[config.mk]
export PLATFORM = sky130hd
export DESIGN_NAME = sm83_regfile_mp
export DESIGN_NICKNAME = d
export VERILOG_FILES = /design/src/rtl/sm83_pkg.sv /design/src/rtl/sm83_rf_dump_seq.sv /design/src/rtl/sm83_regfile_mp.sv
export SDC_FILE = /design/constraint.sdc
export NUM_CORES = 1
export LEC_CHECK = 0
export ABC_AREA = 1
export CAP_MARGIN = 5
export CORE_ASPECT_RATIO = 1.2
export CORE_MARGIN = 1
export CORE_UTILIZATION = 40
export CTS_CLUSTER_SIZE = 24
export DETAILED_ROUTE_END_ITERATION = 7
export PLACE_DENSITY = 0.59
export SLEW_MARGIN = 15
export SYNTH_ARGS = -nofsm -noshare
export SYNTH_HDL_FRONTEND = slang
export SYNTH_HIERARCHICAL = 1
export SYNTH_SLANG_ARGS = --single-unit
[constraint.sdc]
create_clock -name clk -period 9.8 [get_ports clk]
set_clock_uncertainty 0.1 [all_clocks]
set_input_delay 1.96 -clock clk [delete_from_list [all_inputs] [get_ports clk]]
set_output_delay 1.96 -clock clk [all_outputs]
set_load 0.03 [all_outputs]
[src/rtl/sm83_pkg.sv]
// sm83_pkg: shared register-file types, pair index constants and dump FSM states.
package sm83_pkg;
    localparam int RF_IDX_W = 3;
    typedef logic [RF_IDX_W-1:0] rf_pair_idx_t;
    localparam rf_pair_idx_t PAIR_BC = 3'd0;
    localparam rf_pair_idx_t PAIR_DE = 3'd1;
    localparam rf_pair_idx_t PAIR_HL = 3'd2;
    localparam rf_pair_idx_t PAIR_AF = 3'd3;
    localparam rf_pair_idx_t PAIR_SP = 3'd4;
    localparam rf_pair_idx_t PAIR_PC = 3'd5;
    typedef logic [1:0] rf_lane_t;
    typedef enum logic {RF_DUMP_IDLE, RF_DUMP_RUN} rf_dump_state_t;
endpackage

[src/rtl/sm83_rf_dump_seq.sv]
// sm83_rf_dump_seq: walks every pair once with a valid/ready handshake, reading through a tap.
module sm83_rf_dump_seq
    import sm83_pkg::*;
#(
    parameter int NUM_PAIRS = 6,
    parameter int IDX_W     = $clog2(NUM_PAIRS)
) (
    input  logic             clk,
    input  logic             rst,
    input  logic             dump_start,
    input  logic             dump_ready,
    input  logic [15:0]      tap_data,
    output logic             dump_busy,
    output logic             dump_valid,
    output logic [IDX_W-1:0] dump_idx,
    output logic [15:0]      dump_data,
    output logic             dump_last
);
    rf_dump_state_t state, state_n;
    logic [IDX_W-1:0] idx_n;
    always_ff @(posedge clk or posedge rst) begin
        if (rst) begin
            state    <= RF_DUMP_IDLE;
            dump_idx <= '0;
        end else begin
            state    <= state_n;
            dump_idx <= idx_n;
        end
    end
    always_comb begin
        state_n   = state;
        idx_n     = dump_idx;
        dump_last = state == RF_DUMP_RUN && dump_idx == IDX_W'(NUM_PAIRS - 1);
        if (state == RF_DUMP_IDLE) begin
            state_n = dump_start ? RF_DUMP_RUN : RF_DUMP_IDLE;
            idx_n   = '0;
        end else if (dump_ready) begin
            state_n = dump_last ? RF_DUMP_IDLE : RF_DUMP_RUN;
            idx_n   = dump_last ? '0 : dump_idx + IDX_W'(1);
        end
    end
    assign dump_valid = state == RF_DUMP_RUN;
    assign dump_busy  = dump_valid;
    assign dump_data  = dump_valid ? tap_data : '0;
endmodule

[src/rtl/sm83_regfile_mp.sv]
// sm83_regfile_mp: multi-port SM83 pair register file with byte-lane writes, IDU and dump port.
// Define SM83_RF_BYPASS_EN to forward this cycle's merged write data to rd_data/dump_data.
module sm83_regfile_mp
    import sm83_pkg::*;
#(
    parameter int NUM_PAIRS = 6,
    parameter int NUM_RD    = 3,
    parameter int NUM_WR    = 2,
    parameter int AF_IDX    = int'(PAIR_AF),
    parameter int IDX_W     = $clog2(NUM_PAIRS)
) (
    input  logic                           clk,
    input  logic                           rst,
    input  logic [NUM_WR-1:0]              wr_en,
    input  logic [NUM_WR-1:0][IDX_W-1:0]   wr_idx,
    input  rf_lane_t [NUM_WR-1:0]          wr_lane,
    input  logic [NUM_WR-1:0][15:0]        wr_data,
    input  logic [NUM_RD-1:0][IDX_W-1:0]   rd_idx,
    output logic [NUM_RD-1:0][15:0]        rd_data,
    input  logic                           idu_en,
    input  logic [IDX_W-1:0]               idu_idx,
    input  logic                           idu_dec,
    input  logic                           dump_start,
    output logic                           dump_busy,
    output logic                           dump_valid,
    input  logic                           dump_ready,
    output logic [IDX_W-1:0]               dump_idx,
    output logic [15:0]                    dump_data,
    output logic                           dump_last
);
    logic [15:0] regs [NUM_PAIRS];
    logic [15:0] nxt  [NUM_PAIRS];
    logic [15:0] view [NUM_PAIRS];
    logic [15:0] tap_data;
    // Later sources overwrite earlier ones lane by lane: IDU first, then write ports in index order.
    always_comb begin
        for (int p = 0; p < NUM_PAIRS; p++) begin
            nxt[p] = regs[p];
            if (idu_en && idu_idx == IDX_W'(p))
                nxt[p] = idu_dec ? regs[p] - 16'd1 : regs[p] + 16'd1;
            for (int w = 0; w < NUM_WR; w++) begin
                if (wr_en[w] && wr_idx[w] == IDX_W'(p) && wr_lane[w][1])
                    nxt[p][15:8] = wr_data[w][15:8];
                if (wr_en[w] && wr_idx[w] == IDX_W'(p) && wr_lane[w][0])
                    nxt[p][7:0] = wr_data[w][7:0];
            end
            if (p == AF_IDX)
                nxt[p][3:0] = 4'h0;
        end
    end
    always_ff @(posedge clk or posedge rst) begin
        if (rst) begin
            for (int p = 0; p < NUM_PAIRS; p++)
                regs[p] <= '0;
        end else begin
            for (int p = 0; p < NUM_PAIRS; p++)
                regs[p] <= nxt[p];
        end
    end
`ifdef SM83_RF_BYPASS_EN
    assign view = nxt;
`else
    assign view = regs;
`endif
    // Indices with no matching pair fall through to zero.
    always_comb begin
        tap_data = '0;
        for (int r = 0; r < NUM_RD; r++)
            rd_data[r] = '0;
        for (int p = 0; p < NUM_PAIRS; p++) begin
            for (int r = 0; r < NUM_RD; r++)
                if (rd_idx[r] == IDX_W'(p))
                    rd_data[r] = view[p];
            if (dump_idx == IDX_W'(p))
                tap_data = view[p];
        end
    end
    sm83_rf_dump_seq #(.NUM_PAIRS(NUM_PAIRS), .IDX_W(IDX_W)) u_dump (
        .clk        (clk),
        .rst        (rst),
        .dump_start (dump_start),
        .dump_ready (dump_ready),
        .tap_data   (tap_data),
        .dump_busy  (dump_busy),
        .dump_valid (dump_valid),
        .dump_idx   (dump_idx),
        .dump_data  (dump_data),
        .dump_last  (dump_last)
    );
endmodule

==> run_summary.xml, run 1 <==
<?xml version="1.0" encoding="UTF-8"?>
<metrics>
  <group name="route">
    <metric name="drc_errors" unit="">0</metric>
    <metric name="routed-via-count" unit="">15237</metric>
    <metric name="dr.max_layer_used" unit="">met4</metric>
    <metric name="detail_route.first_pass.iterations" unit="">6</metric>
    <metric name="routed-wl-met2" unit="mm">27.26</metric>
  </group>
  <group name="clock_tree">
    <metric name="clockRootBuffer" unit="">sky130_fd_sc_hd__clkbuf_16</metric>
    <metric name="post_cts.resized_instances" unit="">0</metric>
    <metric name="cts_setup_buffers" unit="">0</metric>
    <metric name="clock_tree_from_tritoncts" unit="">yes</metric>
    <metric name="cts_buffers" unit="">9</metric>
  </group>
  <group name="global_routing">
    <metric name="grtUsageMet2" unit="%">62.65</metric>
    <metric name="vias_in_the_first_global_route" unit="">14474</metric>
    <metric name="grt_pass1_wl" unit="mm">89.66</metric>
    <metric name="globalRouteMet3Util" unit="%">7.508</metric>
    <metric name="globalRouteMet1Util" unit="%">46.86</metric>
    <metric name="maximum_number_of_pins_on_one_net_before_global_route_repair" unit="">72</metric>
    <metric name="antenna_found_initial" unit="">0</metric>
  </group>
  <group name="sta">
    <metric name="tightestPinTransition" unit="ps">1006</metric>
    <metric name="finalWorstPathRequiredPeriod" unit="ps">6788</metric>
    <metric name="rsz0062_at_grt" unit="">false</metric>
    <metric name="report.final.slew_viol_count" unit="">0</metric>
    <metric name="timing.final.setup_violations" unit="">0</metric>
    <metric name="clock.fmax" unit="MHz">147.3</metric>
  </group>
  <group name="finish">
    <metric name="top_area_cell_class" unit="">logic gates</metric>
    <metric name="area_delta_synth_final" unit="%">15.61</metric>
    <metric name="fillers" unit="">3231</metric>
    <metric name="logic_area" unit="sq mm">0.008476</metric>
    <metric name="n_all_inverters" unit="">308</metric>
    <metric name="largest-register" unit="">regs</metric>
    <metric name="largest_register_ffs" unit="">92</metric>
    <metric name="layout_top_cell" unit="">sky130_fd_sc_hd__nand2_1</metric>
    <metric name="final-instance-count-excl-fill" unit="">2539</metric>
    <metric name="lay_top_cells" unit="">sky130_fd_sc_hd__nand2_1, sky130_fd_sc_hd__inv_1, sky130_fd_sc_hd__nor2_1</metric>
  </group>
  <group name="placement">
    <metric name="port_bufs" unit="">131</metric>
    <metric name="placedInstanceArea" unit="sq mm">0.01386</metric>
    <metric name="gp_routability_congestion" unit="">1.045</metric>
  </group>
  <group name="worst_setup_path">
    <metric name="reg2reg_setup_slack" unit="ps">7350</metric>
    <metric name="crit_arrival" unit="ps">4730</metric>
    <metric name="cp_top_family" unit="">buffers and inverters</metric>
    <metric name="crit_buf_inv" unit="">4</metric>
    <metric name="critical_path.endpoint_type" unit="">output pin</metric>
    <metric name="startpoint_type" unit="">input pin</metric>
    <metric name="worstRegToRegCells" unit="">10</metric>
    <metric name="worstPathCellList" unit="">clkdlybuf4s50_1 -&gt; inv_1 -&gt; nor3_2 -&gt; clkinv_1 -&gt; o22ai_1 -&gt; clkdlybuf4s50_1</metric>
    <metric name="critPathRequiredTime" unit="ps">7740</metric>
  </group>
  <group name="min_path">
    <metric name="hold-path-cell-count" unit="">2</metric>
    <metric name="timing.hold.worst_endpoint" unit="">regs[47]</metric>
    <metric name="hold_start" unit="">regs[47]</metric>
  </group>
  <group name="yosys">
    <metric name="ys_cells" unit="">2044</metric>
    <metric name="avgSynthCellArea" unit="sq um">6.000</metric>
    <metric name="yosysChipArea" unit="sq mm">0.01226</metric>
    <metric name="synth_seq_share" unit="%">19.59</metric>
    <metric name="netlist-cell-type-count" unit="">43</metric>
    <metric name="basic_gates_by_area" unit="%">33.96</metric>
    <metric name="topCellsByArea" unit="">sky130_fd_sc_hd__dfrtp_1, sky130_fd_sc_hd__nand2_1, sky130_fd_sc_hd__inv_1, sky130_fd_sc_hd__ha_1, sky130_fd_sc_hd__nor2_1</metric>
    <metric name="synthAdderAreaFrac" unit="%">8.264</metric>
    <metric name="synthAoiAreaFrac" unit="%">24.45</metric>
    <metric name="synth.area.mux_share" unit="%">0</metric>
  </group>
  <group name="run">
    <metric name="maxCapViolCount" unit="">0</metric>
  </group>
  <group name="outcome">
    <metric name="status" unit="">finished, final reports clean</metric>
  </group>
  <group name="pwr">
    <metric name="cellInternalPower" unit="mW">1.890</metric>
    <metric name="power_combinational" unit="mW">3.18</metric>
    <metric name="combinational_share_of_power" unit="%">70.3</metric>
    <metric name="pg_seq" unit="mW">0.938</metric>
    <metric name="leakage" unit="nW">7.206</metric>
    <metric name="power_density" unit="mW/mm^2">319.2</metric>
    <metric name="design_power_total" unit="mW">4.526</metric>
    <metric name="power.switching_fraction" unit="%">58.25</metric>
  </group>
</metrics>
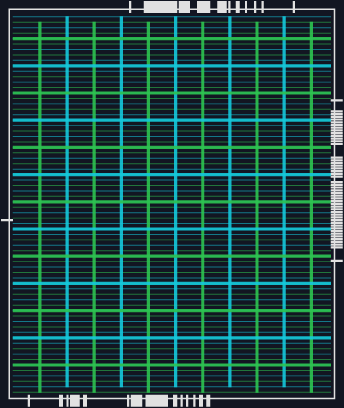
*Power grid, run 1*
Scale: 2 px per micron. Pins as bars on the die edge.
| colour | net |
|---|---|
| green | VSS |
| cyan | VDD |
signal pins: 132
met1 rails: 70
rows: 69
met4 straps: 11
met5 straps: 13
maximum vdd ir drop: 0.1609 mV
Core Area: 0.02987 sq mm
die extent in y: 193.8 microns
x dimension of the die: 161.8 microns

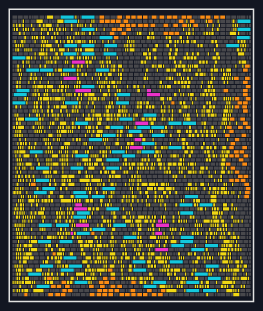
*Cell classes on the final placement, run 1*
Scale: 1.5 px per micron. Fill, decap, tap and diode cells in grey.
| colour | class | cells | share of their area |
|---|---|---|---|
| yellow | remaining logic cells | 1903 | 70% |
| orange | remaining buffers and delay cells | 134 | 9.7% |
| magenta | clock drivers and dummy loads | 16 | 2.3% |
| cyan | registers | 96 | 18% |
Final Instance Area: 0.01418 sq mm
utilization of the core after routing: 47.47%
row count: 69
share of the final layout cell area in sequential cells: 16.94%

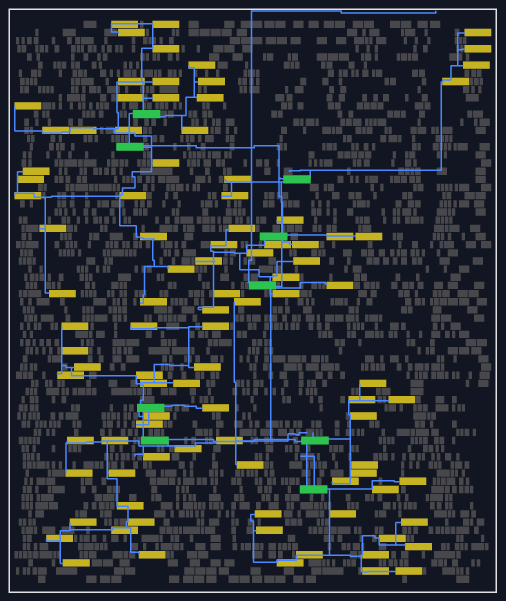
*Clock distribution, run 1*
Scale: 3 px per micron.
[blue] clock wires | length: 1770 microns
[yellow] flip-flops | count: 96
[green] clock-net drivers | count: 9
flops lie: all over the die
routed clock nets: 10
clock network fraction of total power: 8.9%
clock insertion delay at the later pin of the skew report: 370 ps

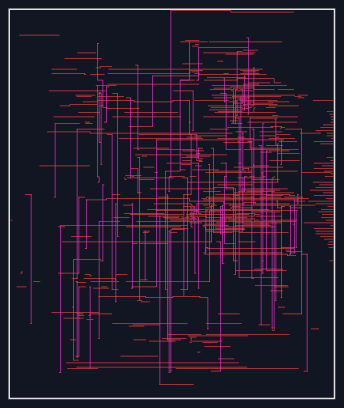
*Wiring by layer, run 1*
Scale: 2 px per micron. Only two layers are drawn.
| colour | layer | wire length |
|---|---|---|
| magenta | M4 | 3680 microns |
| red | M3 | 5410 microns |
routed len/inst: 23.54 microns
wirelength, routed: 59.76 mm
total global-route track usage: 38.19%

### Cell placement, run 1

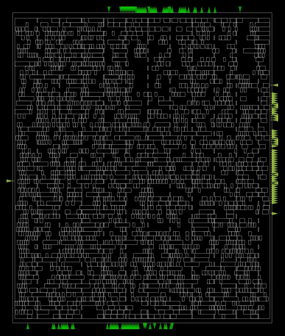

==> run 2, diff against run 1 <==
clock period = 6.7 ns   (was 9.8 ns; I/O delays follow)
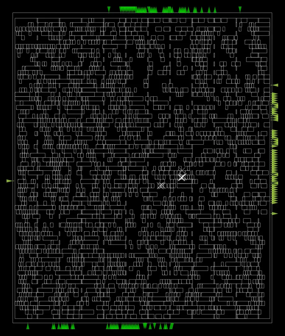
*Cell placement, run 2*
utilization of the core after routing: 47.33%
final cell count without fillers: 2539

==> run_summary.xml, run 2 <==
<?xml version="1.0" encoding="UTF-8"?>
<metrics>
  <group name="outcome">
    <metric name="status" unit="">complete, but fails checks</metric>
    <metric name="violations_in_the_final_reports" unit="">design-rule violations</metric>
  </group>
  <group name="clock_tree">
    <metric name="clockRootBuffer" unit="">sky130_fd_sc_hd__clkbuf_16</metric>
    <metric name="cts_buffers" unit="">9</metric>
    <metric name="number_of_clock_sinks_seen_by_cts" unit="">96</metric>
    <metric name="holdBufCountCts" unit="">0</metric>
    <metric name="post_cts.resized_instances" unit="">0</metric>
    <metric name="clock_tree_from_tritoncts" unit="">yes</metric>
    <metric name="cts_max_level" unit="">3</metric>
    <metric name="clk_latency" unit="ps">370</metric>
    <metric name="clk_transition_reported_paths" unit="ps">80</metric>
    <metric name="cts_setup_buffers" unit="">0</metric>
    <metric name="clock_tree.buffer_depth" unit="">2</metric>
  </group>
  <group name="run">
    <metric name="log.warning_count" unit="">27</metric>
    <metric name="maxCapViolCount" unit="">0</metric>
  </group>
  <group name="worst_setup_path">
    <metric name="startpoint_of_the_worst_setup_timing_path" unit="">rd_idx[6]</metric>
    <metric name="crit_buf_inv" unit="">4</metric>
    <metric name="timing.critical_path.depth" unit="">6</metric>
    <metric name="critical_path.slowest_cell" unit="">sky130_fd_sc_hd__clkdlybuf4s50_1</metric>
    <metric name="worstPathCellList" unit="">clkdlybuf4s50_1 -&gt; inv_1 -&gt; nor3_2 -&gt; inv_1 -&gt; o22ai_1 -&gt; clkdlybuf4s50_1</metric>
    <metric name="crit_arrival" unit="ps">4110</metric>
    <metric name="cp_peak_stage_delay" unit="ps">740</metric>
    <metric name="critical_path.endpoint_type" unit="">output pin</metric>
    <metric name="r2r_start" unit="">regs[2]</metric>
    <metric name="cp_top_family" unit="">buffers and inverters</metric>
    <metric name="critPathRequiredTime" unit="ps">5260</metric>
    <metric name="startpoint_type" unit="">input pin</metric>
    <metric name="crit_path_max_fanout" unit="">10</metric>
    <metric name="setup.worst_path.class" unit="">in2out</metric>
    <metric name="reg2reg_to" unit="">regs[13]</metric>
    <metric name="reg2reg_setup_slack" unit="ps">4210</metric>
    <metric name="worstRegToRegCells" unit="">10</metric>
  </group>
  <group name="sta">
    <metric name="setup_total_negative_slack" unit="ps">0</metric>
    <metric name="rsz0062_at_grt" unit="">false</metric>
    <metric name="timing.final.hold_violations" unit="">0</metric>
    <metric name="final.setup.worst_slack" unit="ps">1146</metric>
    <metric name="report.final.slew_viol_count" unit="">0</metric>
    <metric name="finalWorstPathRequiredPeriod" unit="ps">5554</metric>
    <metric name="maxSlewHeadroom" unit="%">36.24</metric>
    <metric name="finalCritPeriodShare" unit="%">82.89</metric>
    <metric name="clock.fmax" unit="MHz">180.1</metric>
    <metric name="timing.final.setup_violations" unit="">0</metric>
    <metric name="whs" unit="ps">388.3</metric>
    <metric name="tightestPinTransition" unit="ps">956.4</metric>
  </group>
  <group name="pwr">
    <metric name="clock_power_share" unit="%">8.1</metric>
    <metric name="power.switching_fraction" unit="%">58.81</metric>
    <metric name="power_combinational" unit="mW">4.65</metric>
    <metric name="power-top-group" unit="">combinational cells</metric>
    <metric name="power_density" unit="mW/mm^2">463.1</metric>
    <metric name="combinational_share_of_power" unit="%">71.0</metric>
    <metric name="cellInternalPower" unit="mW">2.697</metric>
    <metric name="pg_seq" unit="mW">1.37</metric>
    <metric name="design_power_total" unit="mW">6.547</metric>
    <metric name="switchingPower" unit="mW">3.850</metric>
    <metric name="irDropWorstVdd" unit="mV">0.3616</metric>
    <metric name="clockNetworkPower" unit="mW">0.529</metric>
    <metric name="leakage" unit="nW">7.185</metric>
  </group>
  <group name="global_routing">
    <metric name="grt_pass1_wl" unit="mm">88.79</metric>
    <metric name="maximum_number_of_pins_on_one_net_before_global_route_repair" unit="">57</metric>
    <metric name="total_global_route_track_usage" unit="%">37.97</metric>
    <metric name="vias_in_the_first_global_route" unit="">14264</metric>
    <metric name="antenna_found_initial" unit="">1</metric>
    <metric name="globalRouteMet3Util" unit="%">7.936</metric>
    <metric name="grtUsageMet2" unit="%">61.96</metric>
    <metric name="overflow" unit="">0</metric>
    <metric name="globalRouteMet1Util" unit="%">46.60</metric>
  </group>
  <group name="min_path">
    <metric name="hold_start" unit="">regs[47]</metric>
    <metric name="hold_path_class" unit="">reg2reg</metric>
    <metric name="timing.hold.worst_endpoint" unit="">regs[47]</metric>
    <metric name="hold-path-cell-count" unit="">2</metric>
  </group>
  <group name="route">
    <metric name="routed-wl-met2" unit="mm">27.52</metric>
    <metric name="dr.max_layer_used" unit="">met5</metric>
    <metric name="vias_per_cell" unit="">5.921</metric>
    <metric name="detail_route.first_pass.iterations" unit="">8</metric>
    <metric name="routed-via-count" unit="">15034</metric>
    <metric name="drc_errors" unit="">11</metric>
    <metric name="routedWlPerCell" unit="microns">23.55</metric>
    <metric name="ant_nets" unit="">0</metric>
    <metric name="met3WireLength" unit="mm">5.344</metric>
    <metric name="wirelength_met1" unit="mm">23.41</metric>
    <metric name="detailed_router_s_first_iteration_violation_count" unit="">1754</metric>
    <metric name="totalWireLength" unit="mm">59.79</metric>
  </group>
  <group name="finish">
    <metric name="antenna_cells" unit="">0</metric>
    <metric name="logic_area" unit="sq mm">0.008476</metric>
    <metric name="final-nonclk-buf-share" unit="%">9.416</metric>
    <metric name="comb_share" unit="%">59.95</metric>
    <metric name="fillers" unit="">3280</metric>
    <metric name="num-nets-final" unit="">2284</metric>
    <metric name="area_delta_synth_final" unit="%">15.28</metric>
    <metric name="drive_above_1_share" unit="%">3.955</metric>
    <metric name="largest_register_ffs" unit="">92</metric>
    <metric name="signal_buffers" unit="">134</metric>
    <metric name="nFlopsAndLatches" unit="">96</metric>
    <metric name="lay_top_cells" unit="">sky130_fd_sc_hd__nand2_1, sky130_fd_sc_hd__inv_1, sky130_fd_sc_hd__nor2_1</metric>
    <metric name="n_all_inverters" unit="">308</metric>
    <metric name="final-clk-cell-share" unit="%">1.965</metric>
    <metric name="layout_top_cell" unit="">sky130_fd_sc_hd__nand2_1</metric>
    <metric name="logic_gate_count" unit="">1595</metric>
    <metric name="largest-register" unit="">regs</metric>
    <metric name="ff_latch_area" unit="sq mm">0.002402</metric>
    <metric name="top_area_cell_class" unit="">logic gates</metric>
  </group>
  <group name="yosys">
    <metric name="basic_gates_by_area" unit="%">33.96</metric>
    <metric name="synth_dominant_cell_count" unit="">sky130_fd_sc_hd__nand2_1</metric>
    <metric name="comb_area_leader" unit="">simple AND/OR/NAND/NOR gates</metric>
    <metric name="topCellsByArea" unit="">sky130_fd_sc_hd__dfrtp_1, sky130_fd_sc_hd__nand2_1, sky130_fd_sc_hd__inv_1, sky130_fd_sc_hd__ha_1, sky130_fd_sc_hd__nor2_1</metric>
    <metric name="postSynth.topFlopCell" unit="">sky130_fd_sc_hd__dfrtp_1</metric>
    <metric name="yosys.area_share.xor_xnor" unit="%">2.428</metric>
    <metric name="synthesis.instances" unit="">2044</metric>
    <metric name="async_reset_ff_share" unit="%">100.0</metric>
    <metric name="synth-edff-count" unit="">0</metric>
    <metric name="syn-num-nets" unit="">2184</metric>
    <metric name="synthAoiAreaFrac" unit="%">24.45</metric>
    <metric name="synth.cell_area" unit="sq mm">0.01226</metric>
    <metric name="synth_largest_type_area_fraction" unit="%">19.59</metric>
    <metric name="synth.area.mux_share" unit="%">0</metric>
    <metric name="yosysChipArea" unit="sq mm">0.01226</metric>
    <metric name="ys_cells" unit="">2044</metric>
    <metric name="ys.warnings.count" unit="">6</metric>
    <metric name="avgSynthCellArea" unit="sq um">6.000</metric>
    <metric name="post-synth-top-area-cell" unit="">sky130_fd_sc_hd__dfrtp_1</metric>
    <metric name="netlist-cell-type-count" unit="">43</metric>
    <metric name="synthAdderAreaFrac" unit="%">8.264</metric>
    <metric name="synth.top_cells.by_count" unit="">sky130_fd_sc_hd__nand2_1, sky130_fd_sc_hd__inv_1, sky130_fd_sc_hd__nor2_1</metric>
    <metric name="synth_seq_share" unit="%">19.59</metric>
  </group>
  <group name="placement">
    <metric name="hpwlAfterDp" unit="mm">47.63</metric>
    <metric name="place_worst_setup_slack" unit="ps">1215</metric>
    <metric name="placedCellCount" unit="">2523</metric>
    <metric name="port_bufs" unit="">131</metric>
    <metric name="gp_routability_congestion" unit="">1.026</metric>
    <metric name="placedInstanceArea" unit="sq mm">0.01386</metric>
  </group>
  <group name="die">
    <metric name="core_area" unit="sq mm">0.02987</metric>
    <metric name="chipWidth" unit="microns">161.8</metric>
    <metric name="taps" unit="">390</metric>
    <metric name="top_ports" unit="">132</metric>
    <metric name="placement_rows" unit="">69</metric>
    <metric name="die-area" unit="sq mm">0.03137</metric>
    <metric name="die_extent_in_y" unit="microns">193.8</metric>
    <metric name="fp_util" unit="%">41.06</metric>
  </group>
</metrics>
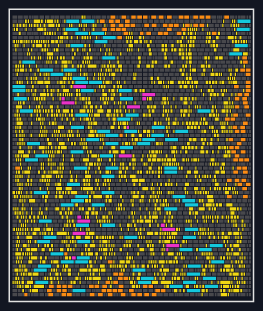
*Cell classes on the final placement, run 2*
Scale: 1.5 px per micron. Fill, decap, tap and diode cells in grey.
| colour | class | cells | share of their area |
|---|---|---|---|
| cyan | registers | 96 | 18% |
| yellow | remaining logic cells | 1903 | 71% |
| orange | remaining buffers and delay cells | 134 | 9.8% |
| magenta | clock drivers and dummy loads | 16 | 2.0% |
Final Instance Area: 0.01414 sq mm
share of the final layout cell area in sequential cells: 16.99%

Power and IR drop assume default switching activity.
